Fig. 1: signal wires on met1
Scale: 1 px per um. Supply wires on this layer in gray.
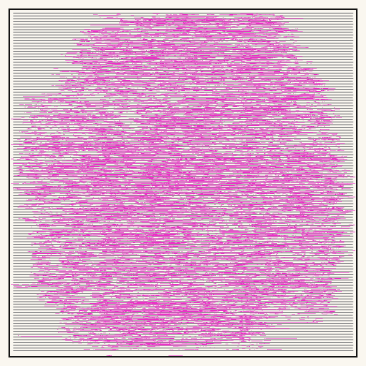
Fig. 2: logic cells by family
Scale: 1.5 px per um.
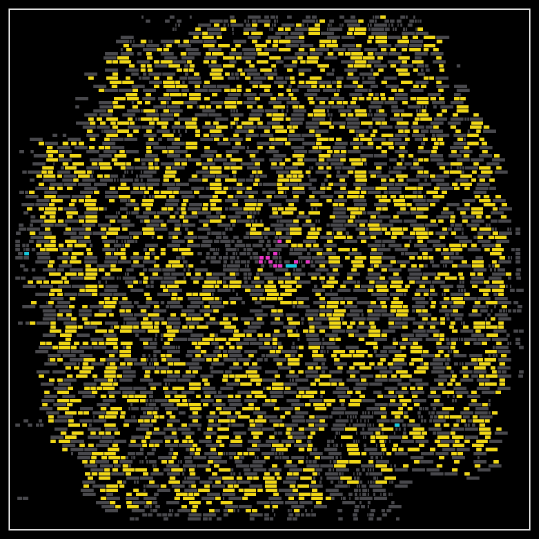
[src/rtl/wb_regfile.sv]
// wb_regfile: 32x32 RISC-V integer register file with writeback bypass and a busy scoreboard.
module wb_regfile #(
  parameter logic [31:0] SP_INIT = 32'h0
) (
  input  logic        clk_in,
  input  logic        rst_in,
  input  logic        rdy_in,
  input  logic [4:0]  wb_rd_addr,
  input  logic [31:0] wb_rd_val,
  input  logic [6:0]  wb_ins_type,
  input  logic        iss_valid,
  input  logic [4:0]  iss_rd_addr,
  input  logic [4:0]  rs1_addr,
  input  logic [4:0]  rs2_addr,
  output logic [31:0] rs1_val,
  output logic [31:0] rs2_val,
  output logic        rs1_busy,
  output logic        rs2_busy,
  output logic        stall_req
);
  logic [31:0] regs [32];
  logic [31:0] busy, busy_nxt;
  logic [5:0]  cnt;
  logic        wb_we, set_en, inc, dec, hit1, hit2;
  always_comb begin
    wb_we = (wb_ins_type inside {7'b0110111, 7'b0010111, 7'b1101111, 7'b1100111,
                                 7'b0000011, 7'b0010011, 7'b0110011}) && wb_rd_addr != 5'd0;
    set_en = iss_valid && iss_rd_addr != 5'd0;
    hit1 = wb_we && wb_rd_addr == rs1_addr;
    hit2 = wb_we && wb_rd_addr == rs2_addr;
    rs1_val = rs1_addr == 5'd0 ? 32'd0 : hit1 ? wb_rd_val : regs[rs1_addr];
    rs2_val = rs2_addr == 5'd0 ? 32'd0 : hit2 ? wb_rd_val : regs[rs2_addr];
    rs1_busy = busy[rs1_addr] && !hit1;
    rs2_busy = busy[rs2_addr] && !hit2;
    stall_req = rs1_busy || rs2_busy;
  end
  // set is applied after clear so a new producer wins over a retiring one
  always_comb begin
    busy_nxt = busy;
    if (wb_we) busy_nxt[wb_rd_addr] = 1'b0;
    if (set_en) busy_nxt[iss_rd_addr] = 1'b1;
    busy_nxt[0] = 1'b0;
    inc = set_en && !busy[iss_rd_addr];
    dec = wb_we && busy[wb_rd_addr] && !(set_en && iss_rd_addr == wb_rd_addr);
  end
  always_ff @(posedge clk_in or posedge rst_in) begin
    if (rst_in) begin
      for (int i = 0; i < 32; i++) regs[i] <= (i == 2) ? SP_INIT : 32'd0;
      busy <= '0;
      cnt <= '0;
    end else if (rdy_in) begin
      if (wb_we) regs[wb_rd_addr] <= wb_rd_val;
      busy <= busy_nxt;
      cnt <= cnt + {5'd0, inc} - {5'd0, dec};
    end
  end
endmodule

[config.mk]
export PLATFORM = sky130hd
export DESIGN_NAME = wb_regfile
export DESIGN_NICKNAME = d
export VERILOG_FILES = /design/src/rtl/wb_regfile.sv
export SDC_FILE = /design/constraint.sdc
export NUM_CORES = 2
export LEC_CHECK = 0
export CAP_MARGIN = 20
export CORE_MARGIN = 3
export CORE_UTILIZATION = 50
export DETAILED_ROUTE_END_ITERATION = 16
export PLACE_DENSITY = 0.66
export SLEW_MARGIN = 20
export SYNTH_ARGS = -nofsm -noshare
export SYNTH_HDL_FRONTEND = slang
export SYNTH_SLANG_ARGS = --single-unit
[constraint.sdc]
create_clock -name clk_in -period 57.4 [get_ports clk_in]
set_input_delay 17.22 -clock clk_in [delete_from_list [all_inputs] [get_ports clk_in]]
set_output_delay 17.22 -clock clk_in [all_outputs]
set_load 0.005 [all_outputs]
==> run summary <==
Item: results of the latest flow run.

- The run finished with clean final reports.
- The first global-routing pass estimated 255400 um of wire.
- The clock period minus worst slack is 39.60 ns.
- The total nets after synthesis is 3936.
- The count of warnings emitted by yosys is 0.
- The combinational share of power is 0.089.
- The end-of-flow timing check tallies setup violations at 0.
- The number of buffers and inverters on the critical path is 5.
- The category of cells accounting for the largest share of critical-path delay is buffers and inverters.
- Summed over all instances, the cell type with the most area after synthesis is sky130_fd_sc_hd__dfrtp_1.
- For this run the aggregate overflow at the end of global routing stands at 0.
- The post-cts hold-fix buffer tally is 0.
- The number of antenna violations at the first check in global routing is 9.
- In this run the tool buffered the top-level ports with 129 buffer cells.
- The wire length recorded after detailed routing is 171800 um.
- On the reported timing paths, the clock transition at the registers reads 0.06 ns.
- Per the power-grid run, VDD falls by no more than 0.00002119 V.
- The cell occurring most often along the worst timing path is sky130_fd_sc_hd__buf_4.
- In this run the tools logged warnings totalling 39.
- The arrival time of data at the worst endpoint is listed as 22.38 ns.
- The number of clock buffer instances in the layout is 172.
- The ratio of routed vias to standard cells is 6.722.
- The launch point of the worst reg-to-reg path is regs[358].
- STA lists the endpoint of the worst register-to-register path as regs[358].
- The switching portion of total power is 0.2437.
- In this run the register-to-register setup slack is 56.57 ns.
- The max-cap violation count is 0.
- Of the total power, registers draw 0.458.
- The CTS log lists the clock sinks for this run as 1055.
- The number of iterations in the first detailed-routing pass is 7.
- The final design was reported to hold multi-input combinational gates totalling 2333.
- The mean instance size in the synthesized netlist is 14.93 um2.
- In the final report, the number of hold violations comes to 0.
- By area, combinational gates come first.
- The final RePlAce weighted congestion is 0.8042.
- The share of the Yosys chip area taken by registers is 0.4567.
- The filler cell count is 9173.
- The antenna cell count is 3.
- Setup repair after global routing left no endpoint under its margin.
- The sequential standard cell area is 26400 um2.
- The tally of unique sky130hd cells used after synthesis is 53.
- The worst hold path passes through 0 cells.
- The worst setup path is launched from an input pin.
- Before any placement, the netlist area is recorded as 57810 um2.
- The final layout contains 3840 nets.
- The final worst hold slack is 0.3960 ns.
- The total design power is 0.001694 W.
- Logic depth along the worst register-to-register path is recorded as 1.
- The number of global-route vias before repair is 37000.
- After clock tree synthesis, the repair step resized 0 gates.
- The via count is 36210.
- The buffer cell driving the clock tree root is sky130_fd_sc_hd__clkbuf_16.
- The total clock buffers created by CTS is 115.
- The remaining antenna violation count after routing is 0.
- In the setup report, the worst path falls into the class in -> out.
- The fraction of layout instances using a drive strength above 1 is 0.4326.
- The largest net degree at the start of global routing is 167.
- The category of the worst setup path capture point is an output port.
- The count of instantiated cells in the yosys netlist is 3873.
- According to the floorplan report, the die width is 346.0 um.
- The most common flop cell mapped by yosys is sky130_fd_sc_hd__dfrtp_1.
- At the end of the flow the core is filled with cells to 0.5556.
- The maximum buffer depth of the clock tree is 3.
- Ranked by total cell area, the synthesized netlist is headed by sky130_fd_sc_hd__dfrtp_1 46%, sky130_fd_sc_hd__mux4_2 19%, sky130_fd_sc_hd__mux2_2 15%.
- Internal power comes to 0.001281 W.
- At the pin with the least slew margin, the transition time is 1.210 ns.
- The cell with the most instances after synthesis is sky130_fd_sc_hd__dfrtp_1.
- The biggest cell delay along the critical path is 0.94 ns.
- The logic area is 29060 um2.
- The total of flip-flops plus latches after synthesis is 1055.
- The clock network power share is 0.454.
- The most common logic cells in the final layout are 1055 x sky130_fd_sc_hd__dfrtp_1, 770 x sky130_fd_sc_hd__mux2_2, 494 x sky130_fd_sc_hd__mux4_2.
- After routing, the total negative slack on setup checks comes to 0 ns.
- In the synthesis report, Yosys lists the chip area as 57810 um2.
- Per the OpenROAD floorplan log, the height of the die is 346.0 um.
- Max fanout on the critical path was recorded as 56.
- Counting pins that exceed their max-slew limit in the final report gives 0.
- After floorplanning, the core was sized to cover 114500 um2.
## Picture notes: Fig. 1
- share of all routed wire: 43%
- wire length on this layer: 73.8 mm
- main direction: horizontal

## Picture notes: Fig. 2
- multiplexers: yellow (cells 1754; where all over the die)
- XOR/XNOR gates: magenta (cells 10; where center)
- AND-OR and OR-AND gates: cyan (cells 3)
non-filler instance count after layout: 5387
share of cell area taken by multi-input logic gates: 0.4569
most frequently placed logic cell in the final layout: sky130_fd_sc_hd__dfrtp_1

==> layer usage <==
| metal | global-route usage | vias up | share of wire |
|---|---|---|---|
| met5 | 0 | - | 0.00032 |
| met4 | 0.09522 | 8 | 0.035 |
| met3 | 0.06017 | 320 | 0.077 |
| met2 | 0.4438 | 1384 | 0.46 |
| met1 | 0.4093 | 19730 | 0.43 |
| li1 | - | 14770 | - |
==> power groups by stage <==
| stage | sequential [W] | combinational, W | clock, W |
|---|---|---|---|
| after floorplan | 0.000786 | 0.000106 | 0 |
| after global placement | 0.000787 | 0.000149 | 0 |
| after detailed placement | 0.000788 | 0.000150 | 0 |
| after CTS | 0.000775 | 0.000151 | 0.000780 |
| after global routing | 0.000777 | 0.000161 | 0.000810 |
| final | 0.000775 | 0.000150 | 0.000768 |
==> worst max path at each step <==
stage / slack, ns / end / cells after the start / startpoint
after floorplan: 10.48 / busy[10] / 1 / rst_in
after global placement: 17.63 / rs2_val[9] / 10 / rs2_addr[0]
after detailed placement: 17.68 / rs2_val[8] / 10 / rs2_addr[0]
after CTS: 17.67 / rs2_val[9] / 10 / rs2_addr[0]
after global routing: 17.37 / rs2_val[8] / 10 / rs2_addr[0]
final: 17.80 / rs2_val[8] / 10 / rs2_addr[0]
==> state kept, by name, summed over array words and instances, names as in the netlist <==
name and flops:
regs 1024, busy 31
==> cell families (layout without fill, tap and decap cells) <==
kind of cell	count (synthesis)	in the layout	share of synthesized area
compound gates	367	367	0.04714
xor+xnor	10	10	0.001515
other cells	0	3	0
simple gates	202	202	0.02021
buf+inv	485	484	0.04242
mux	1754	1754	0.4321
flops	1055	1055	0.4567
Power figures rest on the tool's default switching activity, not on a simulated workload.
